==> config.mk <==
export PLATFORM = sky130hd
export DESIGN_NAME = sync_fifo
export DESIGN_NICKNAME = d
export VERILOG_FILES = /design/src/rtl/fifo_pkg.sv /design/src/rtl/fifo_ram.sv /design/src/rtl/sync_fifo.sv
export SDC_FILE = /design/constraint.sdc
export NUM_CORES = 1
export LEC_CHECK = 0
export ABC_AREA = 0
export CAP_MARGIN = 20
export CORE_MARGIN = 1
export CORE_UTILIZATION = 35
export CTS_BUF_LIST = sky130_fd_sc_hd__clkbuf_8 sky130_fd_sc_hd__clkbuf_16
export CTS_CLUSTER_DIAMETER = 50
export DETAILED_ROUTE_END_ITERATION = 10
export PLACE_DENSITY = 0.61
export SYNTH_ARGS = -nofsm -noshare
export SYNTH_HDL_FRONTEND = slang
export SYNTH_HIERARCHICAL = 1
export SYNTH_SLANG_ARGS = --single-unit
==> constraint.sdc <==
create_clock -name clk -period 2.7 [get_ports clk]
set_input_delay 0.675 -clock clk [delete_from_list [all_inputs] [get_ports clk]]
set_output_delay 0.675 -clock clk [all_outputs]
set_load 0.01 [all_outputs]
==> src/rtl/fifo_pkg.sv <==
// Shared definitions for the synchronous FIFO: parameter legality helpers
// used at elaboration time by the top level.
package fifo_pkg;

  function automatic bit is_pow2(input int n);
    return (n >= 2) && ((n & (n - 1)) == 0);
  endfunction

  // Thresholds must leave a non-empty gap and fit inside the buffer.
  function automatic bit params_legal(input int depth, input int ae, input int af);
    return is_pow2(depth) && (ae >= 0) && (ae < af) && (af <= depth);
  endfunction

endpackage

==> src/rtl/fifo_ram.sv <==
// Simple dual-port storage array: one write port, one registered read port.
// Contents are deliberately not reset so the array maps onto block RAM.
module fifo_ram #(
  parameter int DATA_WIDTH = 8,
  parameter int DEPTH      = 16,
  localparam int AW        = $clog2(DEPTH)
) (
  input  logic                  clk,
  input  logic                  we,
  input  logic [AW-1:0]         waddr,
  input  logic [DATA_WIDTH-1:0] wdata,
  input  logic                  re,
  input  logic [AW-1:0]         raddr,
  output logic [DATA_WIDTH-1:0] rdata
);

  logic [DATA_WIDTH-1:0] mem [DEPTH];

  // Read-before-write: a same-address read and write returns the old entry,
  // which is what a full FIFO doing a simultaneous read+write needs.
  always_ff @(posedge clk) begin
    if (we) begin
      mem[waddr] <= wdata;
    end
    if (re) begin
      rdata <= mem[raddr];
    end
  end

endmodule

==> src/rtl/sync_fifo.sv <==
// Parametrised single-clock circular-buffer FIFO with occupancy count,
// programmable almost flags, read-valid strobe and overflow/underflow pulses.
module sync_fifo
  import fifo_pkg::*;
#(
  parameter int DATA_WIDTH = 8,
  parameter int DEPTH      = 16,
  parameter int AF_THRESH  = DEPTH - 2,
  parameter int AE_THRESH  = 2,
  localparam int AW        = $clog2(DEPTH)
) (
  input  logic                  clk,
  input  logic                  reset,
  input  logic                  wr_en,
  input  logic [DATA_WIDTH-1:0] din,
  input  logic                  rd_en,
  output logic [DATA_WIDTH-1:0] dout,
  output logic                  dout_valid,
  output logic                  full,
  output logic                  empty,
  output logic                  almost_full,
  output logic                  almost_empty,
  output logic [AW:0]           count,
  output logic                  overflow,
  output logic                  underflow
);

  localparam logic [AW:0] AF_C = (AW + 1)'(AF_THRESH);
  localparam logic [AW:0] AE_C = (AW + 1)'(AE_THRESH);

  if (!params_legal(DEPTH, AE_THRESH, AF_THRESH)) begin : g_bad_params
    $error("sync_fifo: illegal DEPTH/AE_THRESH/AF_THRESH combination");
  end

  logic [AW:0]           wp_q, wp_d;
  logic [AW:0]           rp_q, rp_d;
  logic [AW:0]           count_q, count_d;
  logic                  dout_valid_q;
  logic                  dout_loaded_q;
  logic                  overflow_q;
  logic                  underflow_q;
  logic                  rd_ok;
  logic                  wr_ok;
  logic [DATA_WIDTH-1:0] ram_rdata;

  // Wrap bits differ with equal index means the buffer is full.
  assign empty = (wp_q == rp_q);
  assign full  = (wp_q[AW] != rp_q[AW]) && (wp_q[AW-1:0] == rp_q[AW-1:0]);

  always_comb begin
    rd_ok   = rd_en && !empty;
    wr_ok   = wr_en && (!full || rd_ok);
    wp_d    = wr_ok ? wp_q + 1'b1 : wp_q;
    rp_d    = rd_ok ? rp_q + 1'b1 : rp_q;
    count_d = count_q;
    case ({wr_ok, rd_ok})
      2'b10:   count_d = count_q + 1'b1;
      2'b01:   count_d = count_q - 1'b1;
      default: count_d = count_q;
    endcase
  end

  always_ff @(posedge clk or negedge reset) begin
    if (!reset) begin
      wp_q          <= '0;
      rp_q          <= '0;
      count_q       <= '0;
      dout_valid_q  <= 1'b0;
      dout_loaded_q <= 1'b0;
      overflow_q    <= 1'b0;
      underflow_q   <= 1'b0;
    end else begin
      wp_q          <= wp_d;
      rp_q          <= rp_d;
      count_q       <= count_d;
      dout_valid_q  <= rd_ok;
      dout_loaded_q <= dout_loaded_q || rd_ok;
      overflow_q    <= wr_en && !wr_ok;
      underflow_q   <= rd_en && !rd_ok;
    end
  end

  fifo_ram #(
    .DATA_WIDTH (DATA_WIDTH),
    .DEPTH      (DEPTH)
  ) u_ram (
    .clk   (clk),
    .we    (wr_ok),
    .waddr (wp_q[AW-1:0]),
    .wdata (din),
    .re    (rd_ok),
    .raddr (rp_q[AW-1:0]),
    .rdata (ram_rdata)
  );

  // The RAM read register has no reset, so dout reads as zero until the
  // first accepted read since reset has loaded it.
  assign dout         = dout_loaded_q ? ram_rdata : '0;
  assign dout_valid   = dout_valid_q;
  assign overflow     = overflow_q;
  assign underflow    = underflow_q;
  assign count        = count_q;
  assign almost_full  = (count_q >= AF_C);
  assign almost_empty = (count_q <= AE_C);

endmodule

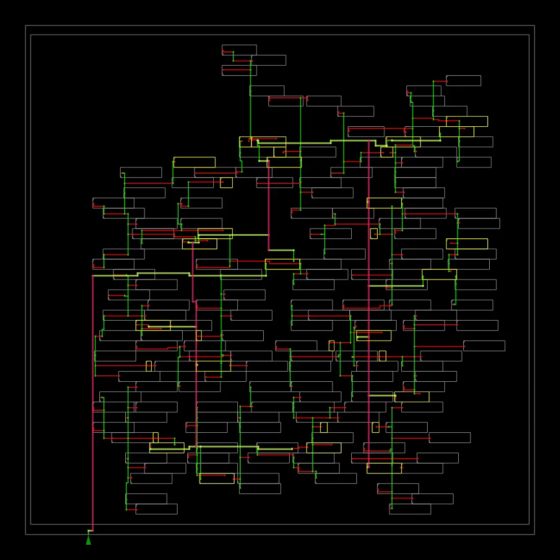
*Clock nets, run 1*
Num CTS Buffers: 17
Setup Skew: 0.00632 ns

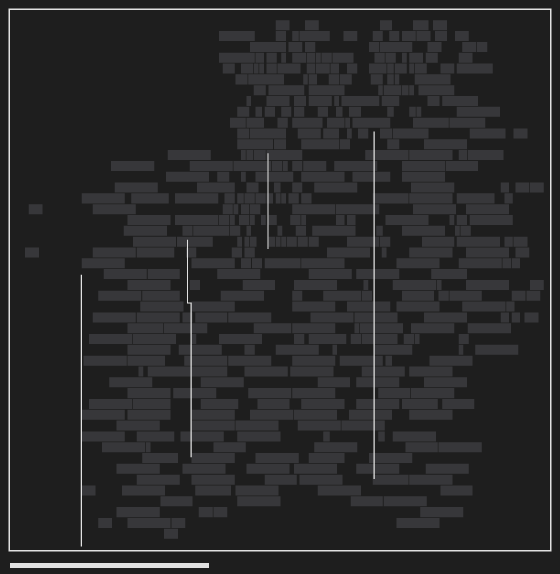
*Metal 4, run 1*
The bar under the picture is 50 um long.
2 nets have wire on it. The layer carries 234 um of wire. The wires run mostly vertical.

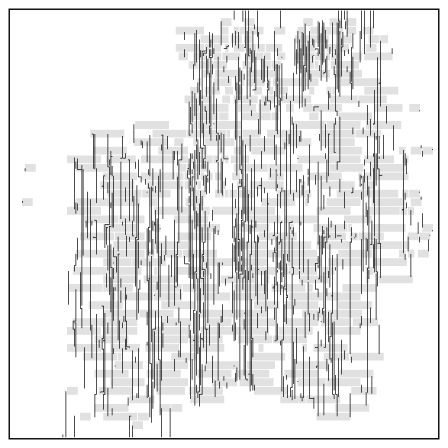
*Metal 2, run 1*
368 nets have wire on it. The layer carries 6130 um of wire.

==> qor.csv, run 1 <==
metric;value;unit
# rows;48;
# Cells Yosys;325;
Finished Cell Area;7700;um^2
cell taking the most area after synthesis;edfxtp_1;
post-layout util;44.4;%
Layout area overhead;22.9;%
Log Warnings;27;
post-DP HPWL;7.63;mm
clock buffer depth;2;
mux share;12.9;%
Compound-Gate Fraction of Synth Area;3.20;%
fp util;36.1;%
pin count of the biggest net entering global routing;36;
DRT antenna net count;0;
fraction of registers with async set/reset;12.3;%
Post-synth EDFFs;136;
mean routed wirelength per cell;18.8;um
PortBufs;31;
Worst Path Buf+Inv;1;
CP Capture Type;flip-flop;
Adder-Cell Fraction of Synth Area;1.52;%
Worst Max-Slew Pin Slew;0.690;ns
critical path launch point type;flip-flop;
n_diodes;0;
cycle use final;99.0;%
Power Density;1080;nW/um^2
Remaining Overflow, GRT;0;
status;finished, final reports clean;
setup TNS;0;ns
Vias;3135;
final std cells w/o fill;639;
maxcap violations;0;
worst rel slew slack;53.9;%
Required @ worst endpoint;3.01;ns
Synth Instances;325;
Fin. Hold Viols;0;
Synth Register Bits;155;
Yosys Chip Area;6260;um^2
Initial DRT Pass Iterations;4;
Post-Syn Area;6260;um^2
Die Size;18400;um^2
Min-Delay Path Class;flip-flop to flip-flop;
clk sinks;155;
## run 1: worst paths after layout
kind	startpoint	to	depth (start not counted)
worst min register to register	rp_q[4]	rp_q[4]	1
worst max register to register	wp_q[2]	count[4]	11
worst min-delay path	rp_q[4]	rp_q[4]	1
min in group asynchronous	reset	count[1]	2
worst max-delay path	wp_q[2]	count[4]	11
max in group asynchronous	reset	wp_q[0]	2
## run 1: layout make-up
class                           count  area, um^2  area share, %
Clock buffer                       17         425           5.53
Clock inverter                     15         160           2.08
Inverter                            8        32.5          0.423
Multi-Input combinational cell    151        1650           21.4
Sequential cell                   155        4570           59.3
Tap cell                          225         282           3.66
Timing Repair Buffer               68         588           7.64
## run 1: worst reg2reg max path: stages (launching register included)
cell	delay [ns]
dfrtp_1	0.40
xnor2_2	0.22
nand4_4	0.19
o31ai_4	0.27
ha_2	0.24
inv_2	0.06
fa_2	0.34
nor2b_2	0.15
o21ai_2	0.08
nand3_1	0.09
or3b_4	0.38
xnor2_1	0.13
## run 1: repair_timing
item                                    in CTS  in global routing
resized                                      1                  3
hold buffers                                 0                  0
pin swaps                                    0                  5
endpoints found under the setup margin       1                  3
setup buffers                                0                  1
## run 1: layout by cell type, fill, tap and decap left out, drive strengths merged, types with 3 or more instances in the layout
cell / n
ha: 6
clkdlybuf4s50: 31
and2: 11
clkinv: 9
dfrtp: 19
a22oi: 16
nand2b: 3
xor2: 8
nand2: 12
nor3: 5
clkbuf: 17
bufinv: 3
inv: 11
mux4: 32
buf: 37
edfxtp: 136
o21ai: 4
xnor2: 9
nor2: 21
nand3: 5
## run 1: state kept, by name, indices dropped and copies added (netlist names)
name           cells
u_ram/mem        128
u_ram/rdata        8
count              5
rp_q               5
wp_q               5
dout_loaded_q      1
dout_valid         1
overflow           1
underflow          1
## run 1: routing by layer
layer  share of wire (%)  GRT usage (%)  up-vias
met5                   0              0        -
met4                 2.0           6.93        0
met3                 5.0           3.48       15
met2                  51           23.9       65
met1                  42           18.6     1607
li1                    -              -     1448
## run 1: cells by family (layout without fill, tap and decap cells)
family / after synthesis / in the layout
adders and majority gates: 7 / 7
muxes: 35 / 35
DFF: 155 / 155
and+or+nand+nor: 66 / 66
xor gates and xnor gates: 17 / 17
AOI/OAI and AO/OA: 26 / 26
buffers and inverters: 19 / 108
## run 1: report_power, final
group          switching [mW]  total [mW]  internal [mW]
logic                    1.41        2.75           1.35
clock network           0.899        2.33           1.44
registers               0.174        3.23           3.06
total                    2.48        8.32           5.84
==> inputs of run 2 (changes only) <==
Settings changed: TNS_END_PERCENT from default to 1.
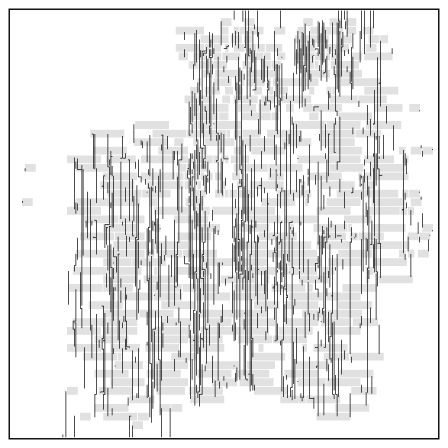
*Metal 2, run 2*
The longest straight run is 58.3 um. 368 nets have wire on it. The wires run mostly vertical.

==> run 2 against run 1 <==
Clock-buffer cell count is the same. Critical path type unchanged. Worst hold slack unchanged. Sequential share of layout area unchanged. Fmax unchanged. Combinational power hardly changed. Largest power group unchanged. Non-clock buffer count did not move. Final cell count is the same. First-iteration DRC count is the same. Die size is the same. Setup slack is the same.
==> qor.csv, run 2 <==
metric;value;unit
Remaining Overflow, GRT;0;
Top Registers;u_ram/mem x128, u_ram/rdata x8;
Vias/cell;4.91;
critical path launch point type;flip-flop;
fraction of registers with async set/reset;12.3;%
pin count of the biggest net entering global routing;36;
Largest register FFs;128;
RR Endpoint;count[4];
pre-CTS setup slack;-0.298;ns
clock power share;28.1;%
first-pass GRT wire length;18.8;mm
synthesized net count;344;
worst reg2reg path startpoint;wp_q[2];
H-tree Lvls;4;
Worst Path Buf+Inv;1;
Min-Delay Path Class;flip-flop to flip-flop;
maxcap violations;0;
Post-synth EDFFs;136;
Required @ worst endpoint;3.01;ns
n_diodes;0;
clk sinks;155;
Comb pwr share;33.1;%
Synth top cell by count;edfxtp_1;
# rows;48;
DRT antenna net count;0;
Synth Register Bits;155;
fp util;36.1;%
cycle use final;99.0;%
Post-Syn Area;6260;um^2
post-layout util;44.4;%
Fin. Hold Viols;0;
Yosys Chip Area;6260;um^2
Power Density;1080;nW/um^2
Finished Cell Area;7700;um^2
Layout area overhead;22.9;%
Crit Path Class;flip-flop to flip-flop;
clock buffer depth;2;
CP max stage cell;dfrtp_1;
clk slew on worst S/H paths;0.06;ns
Worst Hold Launch;rp_q[4];
Syn Area/Cell;19.3;um^2
internal power;5.84;mW
Biggest register;u_ram/mem;
Latency at later pin;0.42;ns
Initial DRC Count;284;
Worst Reg-to-Reg Cells;11;
Sequential Power Share;38.8;%
Setup WS post-layout;0.0278;ns
WHS Endpoint;rp_q[4];
Initial DRT Pass Iterations;4;
post-DP HPWL;7.63;mm
Hold Crit Depth;1;
most instantiated logic cells after routing;edfxtp_1 (136), buf_4 (37), clkdlybuf4s50_1 (31);
CTS tree;built;
Pwr Total;8.32;mW
maximum resistive drop on vdd;0.525;mV
Num CTS Buffers;17;
mean routed wirelength per cell;18.8;um
cell taking the most area after synthesis;edfxtp_1;
CP Capture Type;flip-flop;
RSZ-0062 raised after global routing;yes;
status;finished, final reports clean;
Die Size;18400;um^2
# Cells Yosys;325;
sw power;2.48;mW
Switching Share;29.8;%
Worst Max-Slew Pin Slew;0.690;ns
worst rel slew slack;53.9;%
Synth Instances;325;
Vias;3135;
most frequent logic cell in the layout;edfxtp_1;
PortBufs;31;
Synth area leaders;edfxtp_1 (65%), dfrtp_1 (7.6%), mux4_2 (6.5%);
Setup Skew;0.00632;ns
Log Warnings;27;
[run 2: cell counts after synthesis]
Identical to the previous run, type by type.
[run 2: how the worst max path moves through the flow]
stage	start	endpoint	cells past startpoint
after floorplan	rp_q[2]	count[4]	11
after CTS	rp_q[2]	count[4]	11
after detailed placement	rd_en	count[4]	10
after global placement	rd_en	count[4]	10
after global routing	wp_q[0]	count[4]	11
final	wp_q[2]	count[4]	11
[run 2: worst reg2reg max path, cell delays in order, from the launching register on]
cell and delay, ns:
dfrtp_1 0.40, xnor2_2 0.22, nand4_4 0.19, o31ai_4 0.27, ha_2 0.24, inv_2 0.06
fa_2 0.34, nor2b_2 0.15, o21ai_2 0.08, nand3_1 0.09, or3b_4 0.38, xnor2_1 0.13
[run 2: logic make-up (layout without fill, tap and decap cells)]
family,Yosys count,in the layout,synth area share (%)
compound gates,26,26,3.20
buf+inv,19,108,1.92
flops,155,155,72.8
simple gates,66,66,5.31
mux,35,35,12.9
xor+xnor,17,17,2.38
fa+ha+maj,7,7,1.52
[run 2: cell type report]
type / count / area [um^2]
fill: 1485 / 9660
sequential: 155 / 4570
multi-input combinational: 151 / 1650
timing repair buffer: 68 / 588
clock buffer: 17 / 425
tap: 225 / 282
clock inverter: 15 / 160
inverter: 8 / 32.5
[run 2: what timing repair did]
item	in CTS	in global routing
resized	1	3
setup buffers	0	1
pin swaps	0	5
endpoints found under the setup margin	1	3
hold buffers	0	0
[run 2: power by group through the flow]
stage	clock network [mW]	logic, mW	registers (mW)
final	2.33	2.75	3.23
after CTS	2.39	2.77	3.24
after detailed placement	0	2.76	3.28
after global placement	0	2.70	3.27
after floorplan	0	1.71	3.34
after global routing	2.49	2.99	3.27
[run 2: metrics by stage]
step                hold WS [ns]  setup TNS, ns  std cells
floorplan                  0.379              0        325
global placement           0.478         -0.634        606
detailed placement         0.477          -1.32        606
CTS                        0.488              0        638
global route               0.510         -0.118        639
finish                     0.489              0        639
[run 2: metal layers]
layer  wire [um]  up-vias  track usage [%]
met5           0        -                0
li1            -     1448                -
met2        6130       65             23.9
met3         594       15             3.48
met4         234        0             6.93
met1        5030     1607             18.6
Power is estimated from default activity; no workload was simulated.
